--- src/rtl/counter_sequencer.sv ---
// counter_sequencer: run/abort counter FSM that reports TICK/HALF/DONE/ABORT events through a small FIFO
module counter_sequencer #(
  parameter int WIDTH = 4,
  parameter int DEPTH = 4
) (
  input  logic             clk,
  input  logic             rst,
  input  logic             start,
  input  logic             abort,
  input  logic [WIDTH-1:0] limit,
  input  logic             tick_en,
  output logic [WIDTH-1:0] count,
  output logic             busy,
  output logic             done,
  output logic             evt_valid,
  input  logic             evt_ready,
  output logic [1:0]       evt_code,
  output logic [WIDTH-1:0] evt_count
);
  localparam int AW = $clog2(DEPTH);
  localparam logic [1:0] EV_TICK = 2'd0, EV_HALF = 2'd1, EV_DONE = 2'd2, EV_ABORT = 2'd3;
  typedef enum logic [1:0] {IDLE, RUN, ABORTING, FLUSH} state_t;
  state_t state_q, state_d;
  logic [WIDTH-1:0] count_q, count_d, limit_q, limit_d, count_inc, push_cnt;
  logic tick_q, tick_d, done_q, done_d, push, pop, full, drained, is_half;
  logic [1:0] push_code;
  logic [WIDTH:0] inc_w, half_w;
  logic [AW-1:0] wr_q, rd_q;
  logic [AW:0] occ_q;
  logic [WIDTH+1:0] mem_q [DEPTH];
  assign inc_w = {1'b0, count_q} + 1'b1;
  assign half_w = ({1'b0, limit_q} + 1'b1) >> 1;
  assign count_inc = inc_w[WIDTH-1:0];
  assign is_half = inc_w == half_w;
  assign full = occ_q == (AW+1)'(DEPTH);
  assign pop = evt_valid & evt_ready;
  // a pop in the same cycle counts toward draining, so FLUSH exits as the last entry leaves
  assign drained = (occ_q == '0) || (occ_q == (AW+1)'(1) && pop);
  assign evt_valid = occ_q != '0;
  assign {evt_code, evt_count} = mem_q[rd_q];
  assign count = count_q;
  assign busy = state_q != IDLE;
  assign done = done_q;
  always_comb begin
    state_d = state_q;
    count_d = count_q;
    limit_d = limit_q;
    tick_d = tick_q;
    push = 1'b0;
    push_code = EV_TICK;
    push_cnt = count_q;
    done_d = 1'b0;
    unique case (state_q)
      IDLE: if (start) begin
        count_d = '0;
        limit_d = limit;
        tick_d = tick_en;
        state_d = RUN;
      end
      RUN: if (abort) state_d = ABORTING;
      else if (!full) begin
        if (count_q == limit_q) begin
          count_d = '0;
          push = 1'b1;
          push_code = EV_DONE;
          push_cnt = limit_q;
          state_d = FLUSH;
        end else begin
          count_d = count_inc;
          push = is_half | tick_q;
          push_code = is_half ? EV_HALF : EV_TICK;
          push_cnt = count_inc;
        end
      end
      ABORTING: if (!full) begin
        push = 1'b1;
        push_code = EV_ABORT;
        state_d = FLUSH;
      end
      FLUSH: if (drained) begin
        state_d = IDLE;
        done_d = 1'b1;
      end
      default: state_d = IDLE;
    endcase
  end
  always_ff @(posedge clk) begin
    if (rst) begin
      state_q <= IDLE;
      count_q <= '0;
      limit_q <= '0;
      tick_q <= 1'b0;
      done_q <= 1'b0;
      wr_q <= '0;
      rd_q <= '0;
      occ_q <= '0;
    end else begin
      state_q <= state_d;
      count_q <= count_d;
      limit_q <= limit_d;
      tick_q <= tick_d;
      done_q <= done_d;
      wr_q <= wr_q + AW'(push);
      rd_q <= rd_q + AW'(pop);
      occ_q <= occ_q + (AW+1)'(push) - (AW+1)'(pop);
    end
  end
  always_ff @(posedge clk) if (push) mem_q[wr_q] <= {push_code, push_cnt};
endmodule

--- config.mk ---
export PLATFORM = sky130hd
export DESIGN_NAME = counter_sequencer
export DESIGN_NICKNAME = d
export VERILOG_FILES = /design/src/rtl/counter_sequencer.sv
export SDC_FILE = /design/constraint.sdc
export NUM_CORES = 1
export LEC_CHECK = 0
export CAP_MARGIN = 10
export CORE_ASPECT_RATIO = 0.6
export CORE_MARGIN = 2
export CORE_UTILIZATION = 60
export DETAILED_ROUTE_END_ITERATION = 8
export GPL_TIMING_DRIVEN = 0
export HOLD_SLACK_MARGIN = 0.12
export PLACE_DENSITY_LB_ADDON = 0.3
export SYNTH_ARGS = -nofsm -noshare
export SYNTH_HDL_FRONTEND = slang
export SYNTH_SLANG_ARGS = --single-unit
--- constraint.sdc ---
create_clock -name clk -period 6.5 [get_ports clk]
set_input_delay 1.3 -clock clk [delete_from_list [all_inputs] [get_ports clk]]
set_output_delay 1.3 -clock clk [all_outputs]
set_load 0.02 [all_outputs]
==> flow_metrics.env <==
# source this file to load flow results
export IMPL_logic_area_um2=991
export IMPL_met2_usage=0.370
export IMPL_first_global_vias=1512
export IMPL_chip_area_um2=4110
export IMPL_drt_iter0_markers=123
export IMPL_ys_seq_share=0.510
export IMPL_numClockSinks=43
export IMPL_die_y_um=50.5
export IMPL_min_to="tick_q$_SDFFE_PP0P_"
export IMPL_slew_violations=0
export IMPL_leakagePower_nw=0.912
export IMPL_ff_type="edfxtp_1"
export IMPL_p_sw_mw=0.342
export IMPL_cp_max_fo=5
export IMPL_core_um2=3340
export IMPL_instances_no_fill=263
export IMPL_p_seq_frac=0.388
export IMPL_placedCellCount=255
export IMPL_grt_setup_unrepaired="false"
export IMPL_synth_edff_count=24
export IMPL_xor_area_frac=0.0701
export IMPL_syn_to_final_growth_pct=17.0
export IMPL_cts_root_buf="clkbuf_8"
export IMPL_simple_gate_share=0.163
export IMPL_slew_headroom=0.287
export IMPL_cp_required_ns=6.66
export IMPL_final_layout_size_suffix_gt1_frac=0.0917
export IMPL_dr_pass1_iters=4
export IMPL_htreeDepth=2
export IMPL_post_cts_buffers=0
export IMPL_antenna_found_initial=0
export IMPL_std_cell_rows=16
export IMPL_largest_register="mem_q"
export IMPL_warning_count=29
export IMPL_routed_wl_um=4390
export IMPL_synth_nets=208
export IMPL_layout_setup_ws_ns=2.60
export IMPL_synth_area_per_cell_um2=11.5
export IMPL_fillCellCount=215
export IMPL_grt_ovfl_total=0
export IMPL_hp_start="tick_q$_SDFFE_PP0P_"
export IMPL_top_logic_kind="simple AND/OR/NAND/NOR gates"
export IMPL_worstRegToRegCells=12
export IMPL_yosys_area_um2=2160
export IMPL_cts_tree="yes"
export IMPL_fmaxAchievable_mhz=257
export IMPL_clkTransAtPathRegs_ns=0.08
export IMPL_synth_most_common_cell="edfxtp_1"
export IMPL_ctsHoldBuffers=0
export IMPL_max_cap_violations=0
export IMPL_r2r_end="occ_q[2]$_SDFF_PP0_"
export IMPL_clkPwrFrac=0.177
export IMPL_synth_area_um2=2160
export IMPL_fin_skew_ns=0.00967
export IMPL_grt_busiest_layer="met2"
export IMPL_regArea_um2=1100
export IMPL_mux_share=0.0812
export IMPL_cts_resized=0
export IMPL_power_density_nw_per_um2=369
export IMPL_r2r_start="state_q[0]$_SDFFE_PP0P_"
export IMPL_diodes=0
export IMPL_min_delay_path_class="reg -> reg"
export IMPL_largest_register_ffs=24
export IMPL_ys_async_sr_fraction=0
export IMPL_finalPower_mw=0.931
export IMPL_powerSeq_mw=0.361
export IMPL_ir_worst_vdd_v=0.000254
export IMPL_drc_errors=0
export IMPL_top_power_group="combinational cells"
export IMPL_cp_arrival_ns=4.06
export IMPL_ys_cells=187
export IMPL_critical_path_startpoint="abort"
export IMPL_status="complete, no violations"
export IMPL_fin_crit_ns=3.90
export IMPL_yosys_warnings=0
export IMPL_met1_usage=0.325
export IMPL_intPower_mw=0.589
export IMPL_synthTopCellsByArea="edfxtp_1, dfxtp_1, mux4_2"
export IMPL_dpl_cell_area_um2=2440
export IMPL_setup_tns_ns=0
export IMPL_portBuffers=22
export IMPL_die_w_um=81.4
export IMPL_finalSetupViolCount=0
export IMPL_synth_cell_types=43
export IMPL_grt_max_degree=14
export IMPL_synth_top_cells_by_count="edfxtp_1, dfxtp_1, nand2_1, nor2_1, a21oi_1"
export IMPL_worst_r2r_setup_slack_ns=3.25
export IMPL_stdcell_area_um2=2520
export IMPL_avgRoutedWirePerCell_um=16.7
export IMPL_aoi_share=0.0777
==> final cells by class <==
type | count | area share
Clock inverter | 2 | 0.00496
Buffer | 9 | 0.0144
Multi-Input combinational cell | 127 | 0.392
Inverter | 8 | 0.0119
Timing Repair Buffer | 23 | 0.0892
Tap cell | 45 | 0.0223
Sequential cell | 43 | 0.436
Clock buffer | 6 | 0.0287
==> routing by layer <==
metal  part of all wire  up-vias
li1                   -      738
met3              0.086        2
met1               0.46      740
met2               0.46       63
met4             0.0027        0
met5                  0        -
==> worst max-delay path, stage by stage <==
cell,delay [ns]
clkdlybuf4s50_1,0.39
nor2b_1,0.29
nand4_1,0.13
or4b_1,0.59
o211a_1,0.19
and2b_1,0.24
ha_1,0.14
inv_1,0.05
fa_1,0.37
xor2_1,0.18
xnor2_1,0.14
nor2_1,0.05
Fig. 1: register map, names as in the netlist
Drawn at 4 px/um. Other sequential cells in the stronger grey, the rest of the logic in the fainter grey.
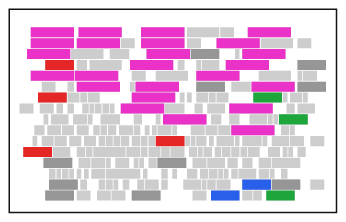
| signal | colour | flops |
|---|---|---|
| mem_q | magenta | 24 |
| occ_q | green | 3 |
| count | red | 4 |
| state_q | blue | 2 |

Fig. 2: clock network drawn from the DEF
Drawn at 4 px/um.
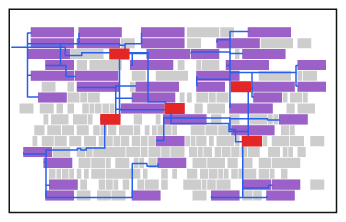
[flip-flops] purple | count: 43
[clock-net drivers] red | count: 5
[clock wires] blue | length: 502 um
routed clock nets: 6

